[src/rtl/calculation_unit_exponent_arbiter_pkg.sv]
// Shared FPU constants and types for the exponent arbiter and its adder.
// The requester count, tag width and exponent widths are fixed here for every user.
package calculation_unit_exponent_arbiter_pkg;

    localparam int NUM_REQ   = 2;
    localparam int TAG_W     = 3;
    localparam int EXP_IN_W  = 8;
    localparam int EXP_OUT_W = 10;

    typedef logic [EXP_IN_W-1:0]  exp_in_t;
    typedef logic [EXP_OUT_W-1:0] exp_out_t;
    typedef logic [TAG_W-1:0]     tag_t;

    // Requester 0 is the multiply path, requester 1 the divide path.
    typedef enum logic {
        REQ_MUL = 1'b0,
        REQ_DIV = 1'b1
    } req_id_t;

    function automatic exp_out_t sign_extend(input exp_in_t v);
        return {{(EXP_OUT_W-EXP_IN_W){v[EXP_IN_W-1]}}, v};
    endfunction

endpackage

[src/rtl/calculation_unit_exponent_adder.sv]
// Combinational exponent adder: sign-extends both operands and adds modulo 2^10.
// There is no saturation; overflow simply wraps.
module calculation_unit_exponent_adder
    import calculation_unit_exponent_arbiter_pkg::*;
(
    input  logic [EXP_IN_W-1:0]  exponent_a,
    input  logic [EXP_IN_W-1:0]  exponent_b,
    output logic [EXP_OUT_W-1:0] sum
);

    assign sum = sign_extend(exponent_a) + sign_extend(exponent_b);

endmodule

[src/rtl/calculation_unit_exponent_arbiter.sv]
// Round-robin arbiter sharing one exponent adder between the multiply and divide paths.
// A single output register gives one-cycle latency and full throughput under a ready/valid handshake.
module calculation_unit_exponent_arbiter
    import calculation_unit_exponent_arbiter_pkg::*;
(
    input  logic                        clk,
    input  logic                        reset,
    input  logic [NUM_REQ-1:0]          req_valid,
    output logic [NUM_REQ-1:0]          req_ready,
    input  logic [NUM_REQ*EXP_IN_W-1:0] req_exponent_a,
    input  logic [NUM_REQ*EXP_IN_W-1:0] req_exponent_b,
    input  logic [NUM_REQ*TAG_W-1:0]    req_tag,
    output logic                        result_valid,
    input  logic                        result_ready,
    output logic [EXP_OUT_W-1:0]        result_exponent,
    output logic                        result_source,
    output logic [TAG_W-1:0]            result_tag
);

    // Handshake: a transfer happens on a rising edge where valid and ready are both
    // high; ready never waits on valid's data and valid may drop at any time.
    logic                 out_free;
    logic                 grant_sel;
    logic                 accept;
    logic                 last_grant;
    logic [EXP_IN_W-1:0]  op_a;
    logic [EXP_IN_W-1:0]  op_b;
    logic [TAG_W-1:0]     op_tag;
    logic [EXP_OUT_W-1:0] sum;

    always_comb begin
        out_free  = !result_valid || result_ready;
        grant_sel = 1'b0;
        req_ready = '0;
        if (req_valid == 2'b11) begin
            grant_sel = ~last_grant;
        end else begin
            grant_sel = ~req_valid[0];
        end
        // Ready is held low during reset even though the output stage reads as free.
        if (!reset && out_free && (req_valid != '0)) begin
            req_ready[grant_sel] = 1'b1;
        end
        accept = |(req_valid & req_ready);
    end

    always_comb begin
        op_a   = grant_sel ? req_exponent_a[2*EXP_IN_W-1:EXP_IN_W] : req_exponent_a[EXP_IN_W-1:0];
        op_b   = grant_sel ? req_exponent_b[2*EXP_IN_W-1:EXP_IN_W] : req_exponent_b[EXP_IN_W-1:0];
        op_tag = grant_sel ? req_tag[2*TAG_W-1:TAG_W]              : req_tag[TAG_W-1:0];
    end

    calculation_unit_exponent_adder u_adder (
        .exponent_a (op_a),
        .exponent_b (op_b),
        .sum        (sum)
    );

    // last_grant resets to 1 so requester 0 wins the first contention.
    always_ff @(posedge clk or posedge reset) begin
        if (reset) begin
            result_valid    <= 1'b0;
            result_exponent <= '0;
            result_source   <= 1'b0;
            result_tag      <= '0;
            last_grant      <= 1'b1;
        end else if (accept) begin
            result_valid    <= 1'b1;
            result_exponent <= sum;
            result_source   <= grant_sel;
            result_tag      <= op_tag;
            last_grant      <= grant_sel;
        end else if (result_ready) begin
            result_valid    <= 1'b0;
        end
    end

endmodule

[config.mk]
export PLATFORM = sky130hd
export DESIGN_NAME = calculation_unit_exponent_arbiter
export DESIGN_NICKNAME = d
export VERILOG_FILES = /design/src/rtl/calculation_unit_exponent_arbiter_pkg.sv /design/src/rtl/calculation_unit_exponent_adder.sv /design/src/rtl/calculation_unit_exponent_arbiter.sv
export SDC_FILE = /design/constraint.sdc
export NUM_CORES = 1
export LEC_CHECK = 0
export CAP_MARGIN = 20
export CORE_ASPECT_RATIO = 1.75
export CORE_MARGIN = 2
export CORE_UTILIZATION = 36
export DETAILED_ROUTE_END_ITERATION = 10
export HOLD_SLACK_MARGIN = 0.1
export PLACE_DENSITY = 0.78
export REMOVE_ABC_BUFFERS = 1
export SLEW_MARGIN = 20
export SYNTH_ARGS = -nofsm -noshare
export SYNTH_HDL_FRONTEND = slang
export SYNTH_SLANG_ARGS = --single-unit
[constraint.sdc]
create_clock -name clk -period 2.52 [get_ports clk]
set_input_delay 0.756 -clock clk [delete_from_list [all_inputs] [get_ports clk]]
set_output_delay 0.756 -clock clk [all_outputs]
set_load 0.01 [all_outputs]
==> results.py, run 1 <==
# Metrics from the implementation run
metrics = {
    "detailed_routing": {
        "drc": 0,
        "vias_per_cell": 5.26,
        "routedWlPerCell_microns": 16.6,
        "drtIter0Drc": 58,
        "routed_wirelength_mm": 4.24,
        "ant_nets": 0,
        "first_pass_iters": 4,
    },
    "run_status": {
        "status": "complete, but fails checks",
        "violations": "negative setup slack",
    },
    "place": {
        "dp_hpwl_mm": 2.90,
        "place.gp.congestion": 0.819,
        "place_inst": 240,
    },
    "hold_path": {
        "min_to": "result_source$_DFFE_PP0P_",
        "worstHoldStart": "result_source$_DFFE_PP0P_",
        "holdPathStages": 1,
        "hold_path_class": "reg2reg",
    },
    "worst_setup_path": {
        "end_kind": "flip-flop",
        "reg2reg_to": "result_exponent[6]$_DFFE_PP0P_",
        "crit_family": "AND-OR/OR-AND gates",
        "crit_cells": 10,
        "critical_path_required_ns": 2.65,
        "crit_start": "req_valid[1]",
        "reg2reg_depth": 8,
        "crit_chain": "buf_8 -> inv_4 -> o21ai_4 -> buf_6 -> mux2_4 -> fa_2 -> a21o_1 -> a311o_1 -> a211oi_2 -> o31ai_1",
        "start_kind": "input pin",
        "cpPeakStageDelay_ns": 0.39,
        "critPathMaxFanout": 4,
        "slowest_stage": "fa_2",
        "rr_startpoint": "last_grant$_DFFE_PP1P_",
        "r2r_slack_ns": 0.07,
        "path_class": "in2reg",
        "endpoint": "result_exponent[6]$_DFFE_PP0P_",
        "worst-endpoint-arrival_ns": 2.79,
    },
    "clocking": {
        "cts_root_buffer": "clkbuf_8",
        "cts_buffers": 3,
        "clk_path_buf_depth": 2,
        "cts_resized": 40,
        "holdBufCountCts": 0,
        "cts_tree": "done",
        "clk_latency_ns": 0.25,
        "h-tree-depth": 1,
        "clk_pin_slew_ns": 0.06,
        "post_cts_buffers": 5,
        "clkSinkCount": 15,
    },
    "sta": {
        "relSlewSlack": 0.628,
        "hold_viol": 0,
        "skew_ns": 0.00201,
        "min_period_ns": 2.66,
        "fin_ws_ns": -0.139,
        "setup_viol": 6,
        "worst_pin_slew_ns": 0.557,
        "finalClockPeriodUsage": 1.06,
        "rsz0062_at_grt": "true",
        "maxSlewViolCount": 0,
        "hold_slack_ns": 0.480,
        "max_freq_ghz": 0.376,
    },
    "power_and_ir_drop": {
        "p_leak_nw": 1.04,
        "p_per_area_nw_per_um2": 584,
        "fin_total_pwr_mw": 1.34,
        "peakVddDrop_uv": 348,
    },
    "run": {
        "maxCapViolCount": 0,
        "openroad.warnings": 27,
    },
    "synthesis": {
        "postSynthSeqShare": 0.326,
        "synth_top_cell_by_area": "dfrtp_1",
        "ys_chip_area_sq_um": 1150,
        "synth.top_cells.by_count": "mux2_2, nand2_1, dfrtp_1",
        "edf_count": 0,
        "async_flop_share": 1.00,
        "yosys_warnings": 0,
        "ys_types": 36,
        "synth_flops": 15,
        "synth_top_area_share": 0.303,
        "synth-main-ff-cell": "dfrtp_1",
        "syn_area_per_cell_sq_um": 9.87,
        "netlist_area_sq_um": 1150,
    },
    "global_routing": {
        "grt_max_degree": 16,
        "grt_pass1_vias": 1345,
        "antenna_found_initial": 0,
        "grt_overflow_total": 0,
        "grt_pass1_wl_mm": 5.73,
        "grtUsageTotal": 0.210,
    },
    "floorplan": {
        "die_w_microns": 46.8,
        "fp.dieH_microns": 78.9,
        "dieArea_sq_um": 3690,
        "fp_util": 0.372,
        "fp-row-count": 27,
        "core_area_sq_um": 3110,
    },
    "finish": {
        "n_fill_cell": 208,
        "final_nets": 265,
        "largest_reg_flops": 9,
        "regMostFlops": "result_exponent",
        "largestRegisters": "result_exponent x9, result_tag x3",
        "antenna_cells": 0,
    },
}
run 1: area by class of cell:
class | count | area [sq um] | area share
clock buffer | 3 | 41.3 | 0.0180
clock inverter | 1 | 5.00 | 0.00218
inverter | 4 | 17.5 | 0.00765
multi-input combinational | 93 | 902 | 0.394
sequential | 15 | 377 | 0.164
tap | 43 | 53.8 | 0.0235
timing repair buffer | 96 | 895 | 0.390
run 1: placed cells by master, fill, tap and decap left out, types with 3 or more instances in the layout:
master	n
a21o_1	4
o21ai_0	5
nand2_1	16
mux2_2	11
clkdlybuf4s50_1	49
dfrtp_1	14
buf_4	31
dlygate4sd2_1	3
dlymetal6s2s_1	3
o31ai_1	3
ha_4	5
mux2i_1	5
clkbuf_8	3
inv_1	3
buf_6	5
mux2_4	5
nor2_1	3
run 1: power by group:
group          switching [mW]  internal (mW)  total [mW]
Clock                  0.0847          0.109       0.194
Sequential             0.0439          0.312       0.356
Combinational           0.330          0.458       0.789
Total                   0.459          0.879        1.34
run 1: per-layer routing:
metal / up-vias / global-route usage / wire length, microns
li1: 618 / - / -
met3: 24 / 0.0341 / 245
met5: - / 0 / 0
met4: 0 / 0.0944 / 281
met2: 72 / 0.415 / 2410
met1: 627 / 0.183 / 1310
run 1: cell families after synthesis:
logic type	synth area share
simple gates	0.140
compound gates	0.171
mux	0.199
flops	0.326
buf+inv	0.0444
fa+ha+maj	0.104
xor+xnor	0.0152
run 1: metrics by stage:
step | cell area [sq um] | setup WS (ns) | setup TNS [ns] | utilization
after global placement | 1960 | -1.01 | -6.75 | 0.631
after global routing | 2290 | -0.233 | -0.977 | 0.737
after CTS | 2150 | -0.0816 | -0.192 | 0.692
final | 2290 | -0.139 | -0.530 | 0.737
after floorplan | 1120 | -1.84 | -14.28 | -
after detailed placement | 1960 | -1.11 | -7.58 | 0.631
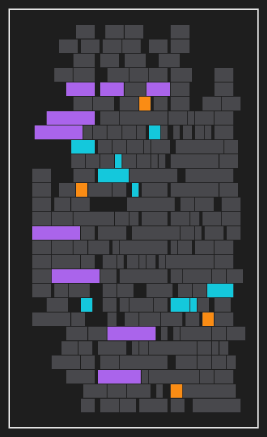
Figure 1: run 1, selected gate families.
family	color	cells
nor cells	cyan	9
fa/ha/maj cells	purple	9
and/or cells	orange	4
Post-Layout Cell Count: 255
Comb area share: 0.394

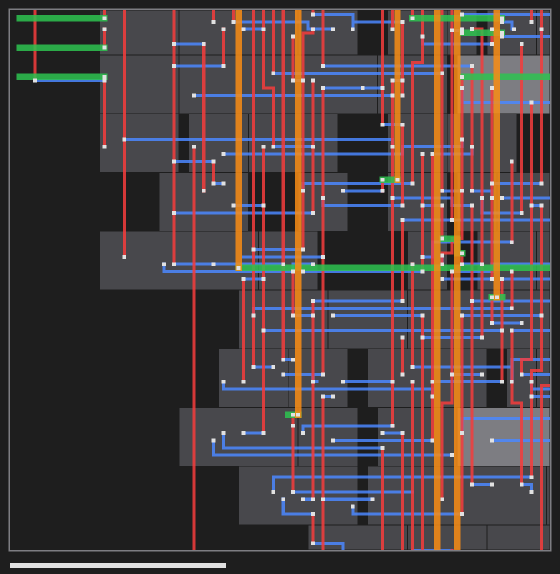
Figure 2: run 1, close-up of the layout.
Bar = 10 microns. Region (0, 7) to (25, 32) microns. Cells in gray, sequential cells in the stronger gray; small squares are vias.
layer	color
M4	orange
M1	blue
M3	green
M2	red
cells with their middle in the window	35
most frequent	buf_4 (6), clkdlybuf4s50_1 (5), mux2_4 (4)
sequential cells in the window	0

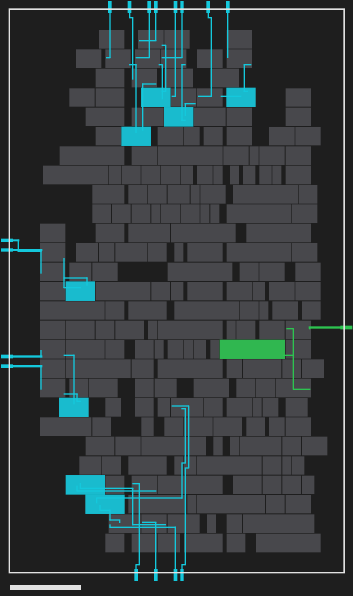
Figure 3: run 1, I/O nets highlighted.
Bar = 10 microns.
port	color	direction	edge	end cells	buffers	wire
result_valid	green	output	east	1	1	17.6 microns
req_exponent_a	cyan	input	8 north, 4 south, 4 west	8	16	294 microns
port buffer count: 59
Top Ports: 60

--- run 2 (diff from run 1) ---
Settings changed: ABC_AREA set to 1, CORE_UTILIZATION 36 to 37, PLACE_DENSITY 0.78 to 0.77, SETUP_SLACK_MARGIN set to 0.15.
==> results.py, run 2 <==
# Metrics from the implementation run
metrics = {
    "run_status": {
        "status": "finished, final reports clean",
    },
    "worst_setup_path": {
        "slowest_stage": "fa_2",
        "endpoint": "result_exponent[4]$_DFFE_PP0P_",
        "cpPeakStageDelay_ns": 0.34,
        "crit_chain": "buf_8 -> inv_4 -> o21ai_4 -> buf_6 -> mux2_4 -> ha_4 -> fa_2 -> nand2_2 -> nand2_4 -> a21oi_1 -> nand3b_1 -> nand2_1",
        "critical_path_required_ns": 2.66,
        "reg2reg_depth": 10,
        "critPathMaxFanout": 7,
    },
    "sta": {
        "worst_pin_slew_ns": 0.265,
        "setup_viol": 0,
        "max_freq_ghz": 0.421,
        "relSlewSlack": 0.823,
        "min_period_ns": 2.37,
        "rsz0062_at_grt": "true",
        "skew_ns": 0.000629,
        "fin_ws_ns": 0.146,
        "finalClockPeriodUsage": 0.942,
        "hold_slack_ns": 0.470,
    },
    "detailed_routing": {
        "drc": 0,
        "routed_wirelength_mm": 3.16,
        "met2_length_mm": 1.85,
        "first_pass_iters": 4,
        "drtIter0Drc": 13,
    },
    "synthesis": {
        "ys_types": 21,
        "netlist_area_sq_um": 1270,
        "ys_chip_area_sq_um": 1270,
        "ys_sh_simple": 0.273,
        "syn_area_per_cell_sq_um": 7.97,
        "synth-main-ff-cell": "dfrtp_1",
        "synth.top_cells.by_count": "nand2_1, inv_1, dfrtp_1",
        "synth-compound-area-share": 0.0602,
        "synth_top_cell_by_area": "dfrtp_1",
        "synth_flops": 15,
        "edf_count": 0,
        "async_flop_share": 1.00,
        "synth_top_area_share": 0.276,
        "postSynthSeqShare": 0.297,
        "synthAdderAreaFrac": 0.0948,
        "ys_sh_xor": 0,
    },
    "finish": {
        "final_nets": 288,
        "stdcell_area_sq_um": 2190,
        "antenna_cells": 0,
        "largestRegisters": "result_exponent x9, result_tag x3",
        "mostFrequentLayoutCells": "clkdlybuf4s50_1, nand2_1, inv_1, mux2_4, dfrtp_1",
        "n_fill_cell": 278,
        "regMostFlops": "result_exponent",
        "final_cells": 280,
        "largest_reg_flops": 9,
        "lay_top_count": "clkdlybuf4s50_1",
    },
    "global_routing": {
        "antenna_found_initial": 0,
        "grt_util_met1": 0.164,
        "grt_pass1_wl_mm": 4.91,
        "grt_max_degree": 19,
    },
    "power_and_ir_drop": {
        "peakVddDrop_uv": 245,
        "p_sw_frac": 0.328,
        "clkPwrFrac": 0.160,
        "fin_total_pwr_mw": 1.18,
        "power_switching_mw": 0.388,
        "p_int_mw": 0.793,
    },
    "floorplan": {
        "fp_util": 0.381,
        "dieArea_sq_um": 3930,
    },
    "place": {
        "place.gp.congestion": 0.822,
        "place_inst": 273,
        "placement.setup.worst_slack_ns": -0.661,
        "port_buffers": 59,
    },
    "clocking": {
        "cts_buffers": 3,
        "h-tree-depth": 1,
        "cts_root_buffer": "clkbuf_8",
        "clk_latency_ns": 0.24,
    },
    "run": {
        "maxCapViolCount": 0,
    },
    "hold_path": {
        "hold_path_class": "reg2reg",
    },
}
==> run 2: how the worst min path moves through the flow <==
stage               cells after the start                              to                           start
finish                                  2       result_source$_DFFE_PP0P_       result_source$_DFFE_PP0P_
global route                            2  result_exponent[5]$_DFFE_PP0P_  result_exponent[5]$_DFFE_PP0P_
CTS                                     2       result_source$_DFFE_PP0P_       result_source$_DFFE_PP0P_
detailed placement                      2  result_exponent[3]$_DFFE_PP0P_  result_exponent[3]$_DFFE_PP0P_
global placement                        2       result_source$_DFFE_PP0P_       result_source$_DFFE_PP0P_
floorplan                               2          last_grant$_DFFE_PP1P_          last_grant$_DFFE_PP1P_
==> run 2: timing repair <==
| action | 4_1_cts | 5_1_grt |
|---|---|---|
| hold buffers | 0 | 0 |
| gates resized | 44 | 7 |
| pin swaps | 12 | 8 |
| setup buffers | 3 | 0 |
| endpoints found under the setup margin | 10 | 7 |
| hold endpoints to repair | 0 | 0 |
==> run 2: worst max-delay path, delay by kind of cell <==
family          cells  cell delay, ns
buf+inv             3            0.27
mux                 1            0.32
compound gates      2            0.30
fa+ha+maj           2            0.51
simple gates        4            0.35
==> run 2: area by class of cell <==
cell class / instances / area, sq um / share of cell area
Multi-Input combinational cell: 120 / 907 / 0.413
Inverter: 19 / 73.8 / 0.0336
Timing Repair Buffer: 77 / 736 / 0.335
Sequential cell: 15 / 377 / 0.172
Tap cell: 45 / 56.3 / 0.0257
Clock buffer: 4 / 45.0 / 0.0205
==> run 2: power groups by stage <==
stage | logic, mW | clock network (mW) | registers (mW)
2_1_floorplan | 0.256 | 0 | 0.370
6_report | 0.655 | 0.189 | 0.336
3_5_place_dp | 0.575 | 0 | 0.340
5_1_grt | 0.718 | 0.205 | 0.346
4_1_cts | 0.638 | 0.197 | 0.336
3_3_place_gp | 0.564 | 0 | 0.339
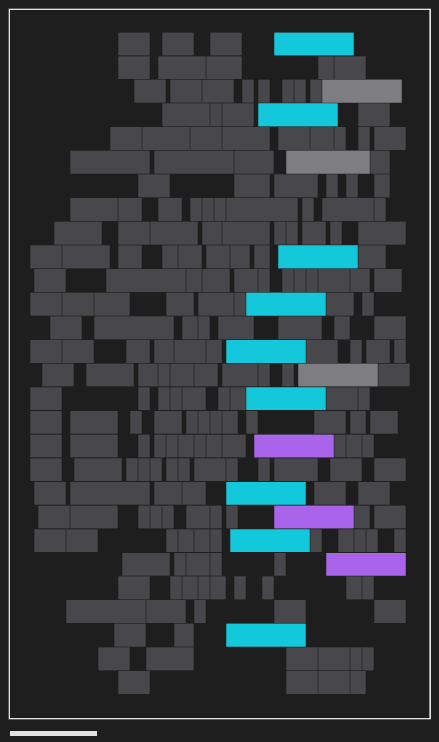
Figure 4: run 2, sequential cells grouped by signal name.
Bar = 10 microns. Other sequential cells in the stronger gray, the rest of the logic in the fainter gray.
netlist name	color	flops
result_tag	purple	3
result_exponent	cyan	9
not colored	3
Core Util, Final: 0.659
P_seq: 0.336 mW
sequential cell area share: 0.172
register area: 377 sq um

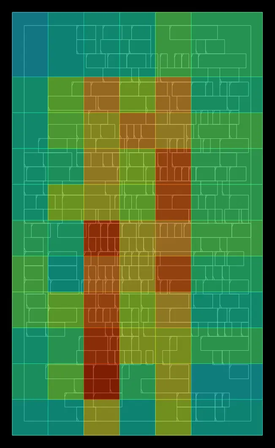
Figure 5: run 2, track usage over the die.
met2 Use GR: 0.330
per-cell routed wire length: 11.3 microns
all-layer global routing usage: 0.169
gr busiest metal: met2
GR Util met3: 0.0132

Power figures rest on the tool's default switching activity, not on a simulated workload.
